--- src/rtl/program_loader.sv ---
// Byte-stream boot loader: parses A5 | N(16b LE) | 4N data bytes | XOR checksum, writes words to instruction memory.
// Write strobe follows the 4th byte of each word by one cycle; in_ready is high in every state after reset.
module program_loader #(
  parameter int          MAX_WORDS = 1024,
  parameter logic [31:0] BASE_ADDR = 32'h0000_0000
) (
  input  logic        clk,
  input  logic        reset,
  input  logic [7:0]  in_data,
  input  logic        in_valid,
  output logic        in_ready,
  output logic        prog_load_en,
  output logic [31:0] prog_addr,
  output logic [31:0] prog_data,
  output logic        cpu_hold,
  output logic        load_done,
  output logic        load_error
);

  typedef enum logic [2:0] {IDLE, CNT_LO, CNT_HI, DATA, CHECK, DONE, ERROR} state_t;

  localparam logic [31:0] LP_MAX = 32'(MAX_WORDS);

  state_t      r_state;
  state_t      w_next;
  logic        r_ready;
  logic [15:0] r_count;
  logic [15:0] r_idx;
  logic [1:0]  r_bcnt;
  logic [23:0] r_word;
  logic [7:0]  r_xor;
  logic        r_load_en;
  logic [31:0] r_addr;
  logic [31:0] r_data;
  logic        r_done;
  logic        r_error;
  logic        r_hold;

  logic        w_accept;
  logic        w_sync;
  logic [15:0] w_n;
  logic        w_n_bad;
  logic        w_last_byte;
  logic        w_last_word;

  assign w_accept    = in_valid & r_ready;
  assign w_sync      = w_accept && (in_data == 8'hA5);
  assign w_n         = {in_data, r_count[7:0]};
  assign w_n_bad     = (w_n == 16'd0) || ({16'd0, w_n} > LP_MAX);
  assign w_last_byte = (r_bcnt == 2'd3);
  assign w_last_word = ((r_idx + 16'd1) == r_count);

  always_comb begin
    w_next = r_state;
    case (r_state)
      IDLE, DONE, ERROR: if (w_sync) w_next = CNT_LO;
      CNT_LO:            if (w_accept) w_next = CNT_HI;
      CNT_HI:            if (w_accept) w_next = w_n_bad ? ERROR : DATA;
      DATA:              if (w_accept && w_last_byte && w_last_word) w_next = CHECK;
      CHECK:             if (w_accept) w_next = (in_data == r_xor) ? DONE : ERROR;
      default:           w_next = IDLE;
    endcase
  end

  always_ff @(posedge clk or posedge reset) begin
    if (reset) r_state <= IDLE;
    else       r_state <= w_next;
  end

  // Status flags are registered from the next state so they track the state register exactly.
  always_ff @(posedge clk or posedge reset) begin
    if (reset) begin
      r_done  <= 1'b0;
      r_error <= 1'b0;
      r_hold  <= 1'b1;
    end else begin
      r_done  <= (w_next == DONE);
      r_error <= (w_next == ERROR);
      r_hold  <= (w_next != DONE);
    end
  end

  always_ff @(posedge clk or posedge reset) begin
    if (reset) begin
      r_ready   <= 1'b0;
      r_count   <= 16'd0;
      r_idx     <= 16'd0;
      r_bcnt    <= 2'd0;
      r_word    <= 24'd0;
      r_xor     <= 8'd0;
      r_load_en <= 1'b0;
      r_addr    <= BASE_ADDR;
      r_data    <= 32'd0;
    end else begin
      r_ready   <= 1'b1;
      r_load_en <= 1'b0;
      case (r_state)
        IDLE, DONE, ERROR: begin
          if (w_sync) begin
            r_count <= 16'd0;
            r_idx   <= 16'd0;
            r_bcnt  <= 2'd0;
            r_xor   <= 8'd0;
          end
        end
        CNT_LO: if (w_accept) r_count[7:0] <= in_data;
        CNT_HI: begin
          if (w_accept) begin
            r_count[15:8] <= in_data;
            r_idx         <= 16'd0;
            r_bcnt        <= 2'd0;
          end
        end
        DATA: begin
          if (w_accept) begin
            // Little-endian: bytes shift in from the top, so the 4th byte lands in bits 31:24.
            r_xor  <= r_xor ^ in_data;
            r_bcnt <= r_bcnt + 2'd1;
            r_word <= {in_data, r_word[23:8]};
            if (w_last_byte) begin
              r_load_en <= 1'b1;
              r_addr    <= BASE_ADDR + {14'd0, r_idx, 2'b00};
              r_data    <= {in_data, r_word};
              r_idx     <= r_idx + 16'd1;
            end
          end
        end
        default: ;
      endcase
    end
  end

  assign in_ready     = r_ready;
  assign prog_load_en = r_load_en;
  assign prog_addr    = r_addr;
  assign prog_data    = r_data;
  assign cpu_hold     = r_hold;
  assign load_done    = r_done;
  assign load_error   = r_error;

endmodule

--- config.mk ---
export PLATFORM = sky130hd
export DESIGN_NAME = program_loader
export DESIGN_NICKNAME = d
export VERILOG_FILES = /design/src/rtl/program_loader.sv
export SDC_FILE = /design/constraint.sdc
export NUM_CORES = 1
export LEC_CHECK = 0
export ABC_AREA = 1
export CORE_MARGIN = 8
export CORE_UTILIZATION = 59
export CTS_CLUSTER_SIZE = 24
export DETAILED_ROUTE_END_ITERATION = 8
export PLACE_DENSITY = 0.91
export SLEW_MARGIN = 20
export SYNTH_ARGS = -nofsm -noshare
export SYNTH_HDL_FRONTEND = slang
export SYNTH_SLANG_ARGS = --single-unit
--- constraint.sdc ---
create_clock -name clk -period 8.5 [get_ports clk]
set_input_delay 1.275 -clock clk [delete_from_list [all_inputs] [get_ports clk]]
set_output_delay 1.275 -clock clk [all_outputs]
set_load 0.005 [all_outputs]
Figure 1. Placement by cell class (run 1).
Fill, decap, tap and diode cells in gray.
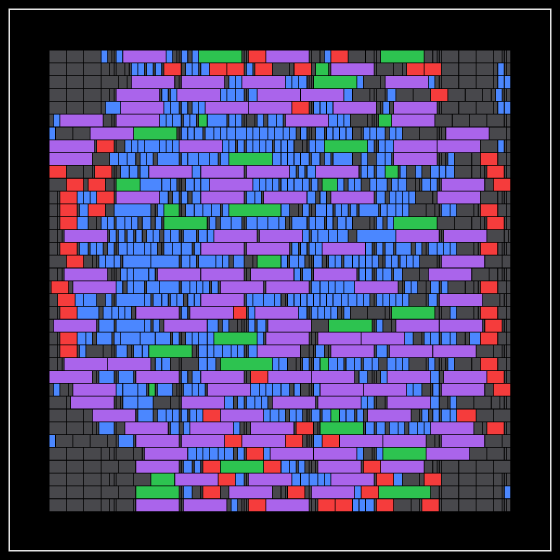
| color | class | cells | share of their area |
|---|---|---|---|
| purple | registers | 122 | 45% |
| blue | remaining logic cells | 540 | 37% |
| red | remaining buffers and delay cells | 65 | 9.5% |
| green | clock drivers and dummy loads | 31 | 8.7% |
summed area of non-filler cells in the final layout: 0.00699 sq mm
Layout Utilization: 72.8%
share of the final layout cell area in sequential cells: 43.7%
placement row count: 36

Figure 2. Sequential cells grouped by signal name (run 1).
Scale bar: 20 um. Other sequential cells in the stronger gray, the rest of the logic in the fainter gray.
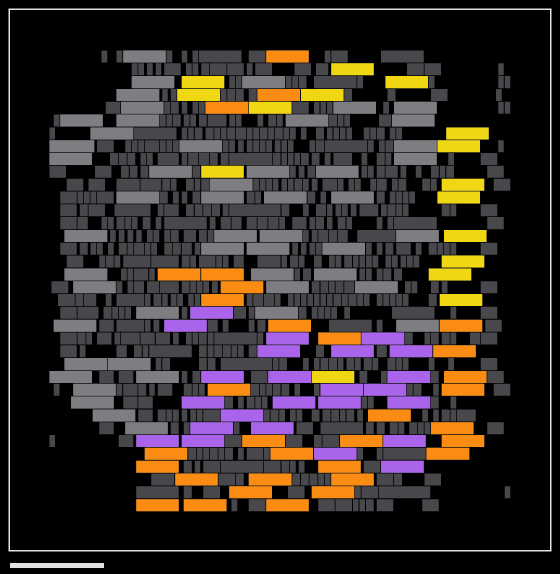
| color | netlist name | sequential cells |
|---|---|---|
| orange | prog_data | 32 |
| yellow | prog_addr | 16 |
| purple | r_word | 24 |
sequential cell area in the final layout: 0.00305 sq mm
reported sequential group power: 0.865 mW

Figure 3. The clock network (run 1).
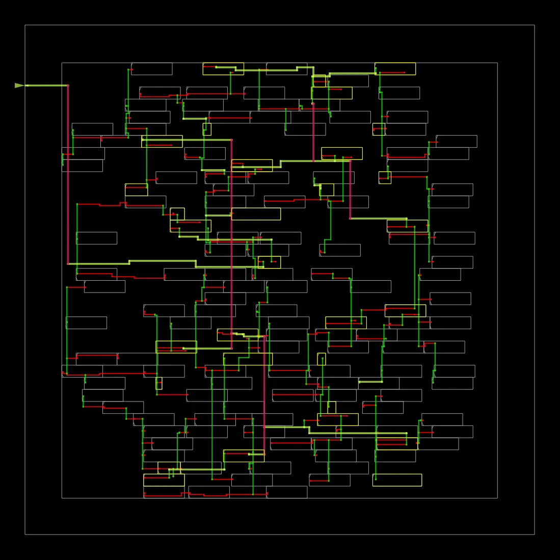
Clock buffer cells: 20
worst clock skew: 0.00839 ns

## run 1: per-stage QoR
step	hold WS, ns	utilization (%)	instances
6_report	0.474	72.8	891
5_1_grt	0.495	72.8	891
4_1_cts	0.483	72.8	891
3_5_place_dp	0.462	66.6	860
3_3_place_gp	0.456	66.6	860
2_1_floorplan	0.453	-	698
## run 1: where the power goes
part / internal, mW / switching, mW
registers: 0.753 / 0.112
clock network: 0.460 / 0.261
logic: 0.270 / 0.406
## run 1: worst min-delay path, delay by kind of cell (launching register included)
family	cells	cell delay, ns
simple gates	2	0.09
flops	1	0.34
## run 1: final cells by class
type,instances,area [sq um],share of cell area (%)
clock buffer,20,445,6.38
inverter,81,307,4.39
sequential,122,3050,43.7
multi-input combinational,459,2220,31.8
tap,133,166,2.38
clock inverter,11,145,2.08
timing repair buffer,65,649,9.29
==> results.py, run 1 <==
# Metrics from the implementation run
metrics = {
    "synth": {
        "yosysUniqueCellTypes": 39,
        "synth-warning-count": 0,
        "area_fraction_in_and_or_nand_and_nor_cells_after_synthesis_pct": 23.8,
        "yosysChipArea_sq_mm": 0.00573,
        "netlist_logic_family_top": "simple AND/OR/NAND/NOR gates",
        "postSynth.topFlopCell": "dfrtp_1",
        "ys_sh_adder_pct": 0.436,
        "syn_area_sq_mm": 0.00573,
        "yosysMostFrequentCell": "nand2_1",
        "enable_flop_cells": 0,
        "ys_async_sr_fraction_pct": 100,
        "yosysCellCount": 683,
        "ys_top_cells_by_area": "dfrtp_1 (53%), nand2_1 (13%), o21ai_0 (5.2%)",
        "yosysSeqAreaShare_pct": 53.3,
        "synth_top_cell_by_area": "dfrtp_1",
        "post-synth-top-area-fraction_pct": 52.8,
        "syn_area_per_cell_sq_um": 8.40,
        "synth_flops": 122,
        "synth.cells.most_frequent": "nand2_1 (205), dfrtp_1 (121), inv_1 (74), o21ai_0 (60), nand3_1 (54)",
        "ys_sh_aoi_pct": 11.2,
        "xor_area_share_pct": 2.23,
        "muxShareOfSynthArea_pct": 0,
        "syn_inst": 683,
    },
    "floorplanning": {
        "fp-utilization_pct": 59.8,
        "die_width_um": 115,
        "die_h_um": 115,
        "design.die.area_sq_mm": 0.0131,
        "design.portCount": 80,
        "core-area_sq_mm": 0.00959,
    },
    "detailed_routing": {
        "post_drt_via_cell_ratio": 5.53,
        "wl_met2_mm": 6.93,
        "routed.top_layer": "met4",
        "initialDrtViolationCount": 512,
        "dr_total_vias": 4925,
        "drt_pre_antenna_iters": 6,
        "ant_nets": 0,
        "drt-total-wl_mm": 14.4,
        "m1WireLength_mm": 5.57,
        "met3_wirelength_mm": 1.41,
        "routed_wire_length_per_instance_um": 16.2,
        "drcViolationCount": 0,
    },
    "setup_path": {
        "timing.critical_path.max_delay_family": "simple AND/OR/NAND/NOR gates",
        "crit_path_max_delay_cell_type": "nor2_4",
        "crit-reg2reg-launch": "r_state[2]",
        "end_kind": "register",
        "critical_path_required_ns": 8.98,
        "r2r_end": "r_idx[0]",
        "critPathBufInv": 5,
        "path_cells": "clkdlybuf4s50_1 > nand2_1 > nor2_4 > inv_2 > nor2_4 > inv_2 > buf_4 > nor2_1 > inv_1 > nand2_1",
        "launching_element_type_of_the_critical_path": "primary input",
        "worst-r2r-setup-slack_ns": 4.89,
        "cp-startpoint": "in_valid",
        "critical_path.endpoint": "r_idx[0]",
        "worst_reg_to_reg_path_cell_count": 10,
        "critical_path_peak_fanout": 52,
        "critical_path_depth": 10,
        "critical_path.max_stage_delay_ns": 0.80,
        "setup.worst_path.class": "in2reg",
        "timing.critical_path.arrival_ns": 4.56,
    },
    "cts": {
        "clockRootBuffer": "clkbuf_8",
        "ctsHtreeMaxLevel": 4,
        "cts.path.max_buffers": 2,
        "cts_resized": 0,
        "cts_hold_repair_buffers": 0,
        "post-cts-setup-buffers": 0,
        "worstSkewPairLatency_ns": 0.54,
        "cts.sinks": 122,
        "numCtsBuffers": 17,
        "cts.clk_slew.worst_paths_ns": 0.06,
        "cts_tree": "yes",
    },
    "worst_hold_path": {
        "min_path_type": "reg2reg",
        "hold_path_startpoint": "prog_addr[14]",
        "worst_hold_path_stage_count": 2,
        "hold_path_end": "prog_addr[14]",
    },
    "final_timing": {
        "timing.final.hold_violations": 0,
        "layout_setup_ws_ns": 4.43,
        "final_min_period_over_clock_period_pct": 47.9,
        "slew_headroom_pct": 32.8,
        "rsz_0062_raised_after_global_routing": "no",
        "slew_viol_final": 0,
        "setup-tns-final_ns": 0,
        "max_freq_mhz": 245,
        "setup_violations": 0,
        "pin_slew_with_the_least_headroom_to_its_limit_ns": 1.00,
        "timing.final.crit_period_ns": 4.07,
    },
    "global_routing": {
        "grtUsageMet2_pct": 37.2,
        "grt_first_pass_wirelength_mm": 23.3,
        "global_route.overflow_total": 0,
        "grt_max_degree": 84,
        "gr_layer_usage_met1_pct": 26.7,
        "grt_antenna_before_repair": 0,
        "gr-usage-all-layers_pct": 23.1,
        "global_route.peak_usage_layer": "met2",
        "grt_pass1_vias": 4847,
        "met3_usage_pct": 8.07,
    },
    "layout": {
        "final_layout_size_suffix_gt1_share_pct": 7.52,
        "flow.area_growth_from_synthesis_pct": 21.8,
        "antenna_cells_inserted": 0,
        "n_fill_cell": 659,
        "final_layout_top_logic_cell": "nand2_1",
        "nNetsFinal": 759,
        "final_cell_mix": "nand2_1 (205), dfrtp_1 (121), inv_1 (73)",
        "largest_reg_flops": 32,
    },
    "run": {
        "log.warning_count": 26,
        "drv_cap": 0,
    },
    "power_and_ir_drop": {
        "power_per_cell_area_mw_per_mm2": 324,
        "design_power_total_mw": 2.26,
        "vdd.ir_drop.worst_v": 0.000222,
        "leakagePower_nw": 3.27,
    },
    "placed_design": {
        "pre_cts_slack_ns": 3.96,
        "finalWeightedCongestion": 0.987,
        "placement.io_buffers": 63,
        "post_detail_place_hpwl_mm": 9.43,
        "placed_cell_area_sq_mm": 0.00639,
    },
    "outcome": {
        "outcome": "complete, no violations",
    },
}
Figure 4. Clock distribution (run 1).
Scale bar: 20 um.
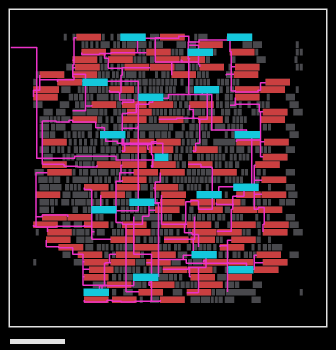

==> run 1 -> run 2 <==
--- a/config.mk
+++ b/config.mk
@@ -7,10 +7,10 @@
 export LEC_CHECK = 0
 export ABC_AREA = 1
 export CORE_MARGIN = 8
-export CORE_UTILIZATION = 59
+export CORE_UTILIZATION = 49
 export CTS_CLUSTER_SIZE = 24
 export DETAILED_ROUTE_END_ITERATION = 8
-export PLACE_DENSITY = 0.91
+export PLACE_DENSITY = 0.82
 export SLEW_MARGIN = 20
 export SYNTH_ARGS = -nofsm -noshare
 export SYNTH_HDL_FRONTEND = slang
==> constraint.sdc (replaced) <==
create_clock -name clk -period 3.7 [get_ports clk]
set_input_delay 0.555 -clock clk [delete_from_list [all_inputs] [get_ports clk]]
set_output_delay 0.555 -clock clk [all_outputs]
set_load 0.005 [all_outputs]
Figure 5. Clock distribution (run 2).
Scale bar: 20 um.
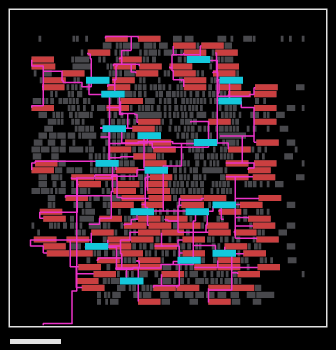
[magenta] clock wires | length: 1480 um
[cyan] clock-net drivers | count: 17
[red] flip-flops | count: 122
routed clock nets: 18
clock network latency to the later pin of the worst-skew pair: 0.41 ns
worst clock skew: 0.00635 ns

Figure 6. The clock network (run 2).
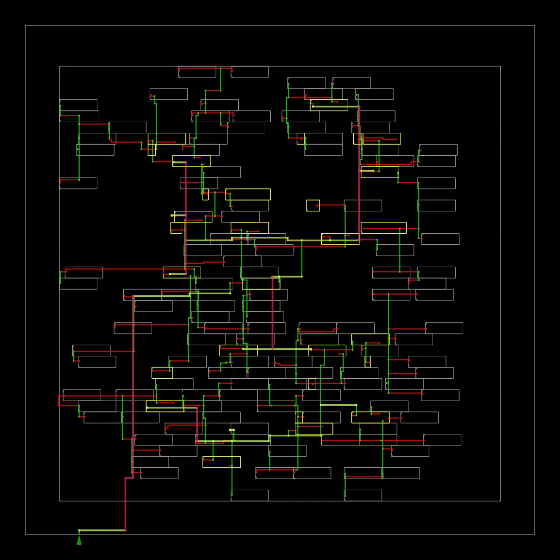
clock group power: 1.55 mW
count of sequential standard cells: 122

==> results.py, run 2 <==
# Metrics from the implementation run
metrics = {
    "cts": {
        "cts_tree": "yes",
        "ctsHtreeMaxLevel": 4,
        "numCtsBuffers": 17,
        "cts.path.max_buffers": 2,
        "clockRootBuffer": "clkbuf_16",
    },
    "final_timing": {
        "timing.final.hold_violations": 0,
        "max_freq_mhz": 377,
        "layout_setup_ws_ns": 1.05,
        "pin_slew_with_the_least_headroom_to_its_limit_ns": 1.09,
        "final_min_period_over_clock_period_pct": 71.7,
        "timing.final.crit_period_ns": 2.65,
        "slew_headroom_pct": 27.1,
    },
    "layout": {
        "register_area_sq_mm": 0.00305,
        "largest_reg_flops": 32,
        "comb_area_sq_mm": 0.00222,
        "final_layout_top_logic_cell": "nand2_1",
        "num-multi-input-gates": 459,
        "non_clock_inverter_instance_count_of_the_final_layout": 81,
        "share_of_the_final_layout_cell_area_in_sequential_cells_pct": 43.7,
        "nNetsFinal": 761,
        "final_area_sq_mm": 0.00699,
        "comb_share_pct": 31.7,
        "finish.utilization_pct": 61.3,
        "data_buffer_area_share_pct": 9.80,
        "flow.area_growth_from_synthesis_pct": 22.0,
        "clockBufferCount": 20,
    },
    "global_routing": {
        "grt_antenna_before_repair": 0,
        "grt_first_pass_wirelength_mm": 23.0,
    },
    "floorplanning": {
        "die_h_um": 124,
        "fp-utilization_pct": 50.2,
        "design.die.area_sq_mm": 0.0154,
        "taps": 143,
        "die_width_um": 124,
    },
    "power_and_ir_drop": {
        "design_power_total_mw": 5.08,
        "vdd.ir_drop.worst_v": 0.000364,
        "p_clk_share_pct": 30.5,
        "comb_cell_power_mw": 1.54,
        "leakagePower_nw": 3.28,
        "pwr.group.sequential_mw": 1.99,
        "share_of_power_burned_in_combinational_logic_pct": 30.3,
        "power_per_cell_area_mw_per_mm2": 726,
    },
    "synth": {
        "yosysMostFrequentCell": "nand2_1",
        "netlist_logic_family_top": "simple AND/OR/NAND/NOR gates",
        "enable_flop_cells": 0,
        "yosysUniqueCellTypes": 39,
        "ys_sh_adder_pct": 0.436,
        "synth.cells.most_frequent": "nand2_1 (205), dfrtp_1 (121), inv_1 (74), o21ai_0 (60), nand3_1 (54)",
        "ys_top_cells_by_area": "dfrtp_1 (53%), nand2_1 (13%), o21ai_0 (5.2%)",
        "xor_area_share_pct": 2.23,
        "yosysCellCount": 683,
        "area_fraction_in_and_or_nand_and_nor_cells_after_synthesis_pct": 23.8,
        "synth_flops": 122,
        "ys_sh_aoi_pct": 11.2,
        "yosysChipArea_sq_mm": 0.00573,
        "syn_area_per_cell_sq_um": 8.40,
        "synth-warning-count": 0,
        "syn_area_sq_mm": 0.00573,
    },
    "setup_path": {
        "crit-reg2reg-launch": "r_idx[0]",
        "timing.critical_path.arrival_ns": 2.88,
        "critical_path_peak_fanout": 8,
        "critical_path.max_stage_delay_ns": 0.86,
        "timing.critical_path.max_delay_family": "AND-OR/OR-AND gates",
        "path_cells": "clkdlybuf4s50_1 > inv_1 > nand4_1 > nor3_2 > a21oi_4 > a211oi_1 > o22ai_1",
        "critPathBufInv": 2,
        "launching_element_type_of_the_critical_path": "primary input",
        "setup.worst_path.class": "in2reg",
        "critical_path_required_ns": 3.92,
        "worst-r2r-setup-slack_ns": 1.29,
    },
    "placed_design": {
        "placed_cell_area_sq_mm": 0.00645,
        "pre_cts_slack_ns": 0.794,
        "post_detail_place_hpwl_mm": 9.67,
        "finalWeightedCongestion": 0.904,
    },
    "detailed_routing": {
        "drt_pre_antenna_iters": 5,
        "routed_wire_length_per_instance_um": 15.7,
        "ant_nets": 0,
        "dr_total_vias": 4751,
        "drcViolationCount": 0,
    },
    "worst_hold_path": {
        "worst_hold_path_stage_count": 2,
        "hold_path_end": "prog_addr[3]",
        "hold_path_startpoint": "prog_addr[3]",
        "min_path_type": "reg2reg",
    },
    "outcome": {
        "outcome": "complete, no violations",
    },
    "run": {
        "drv_cap": 0,
        "log.warning_count": 28,
    },
}
-- run 2: worst max path at each step --
stage | startpoint | cells after the start | to
6_report | in_data[6] | 7 | r_count[10]
5_1_grt | in_data[3] | 7 | r_count[11]
4_1_cts | in_data[6] | 7 | r_count[10]
3_5_place_dp | in_data[3] | 7 | r_count[15]
3_3_place_gp | in_data[6] | 7 | r_count[14]
2_1_floorplan | reset | 1 | in_ready
-- run 2: metal layers --
| layer | global-route usage (%) | wire (um) |
|---|---|---|
| met1 | 23.6 | 6030 |
| met2 | 32.5 | 6950 |
| met4 | 8.18 | 371 |
| met3 | 3.94 | 782 |
| met5 | 0 | 0 |
Power figures rest on the tool's default switching activity, not on a simulated workload.
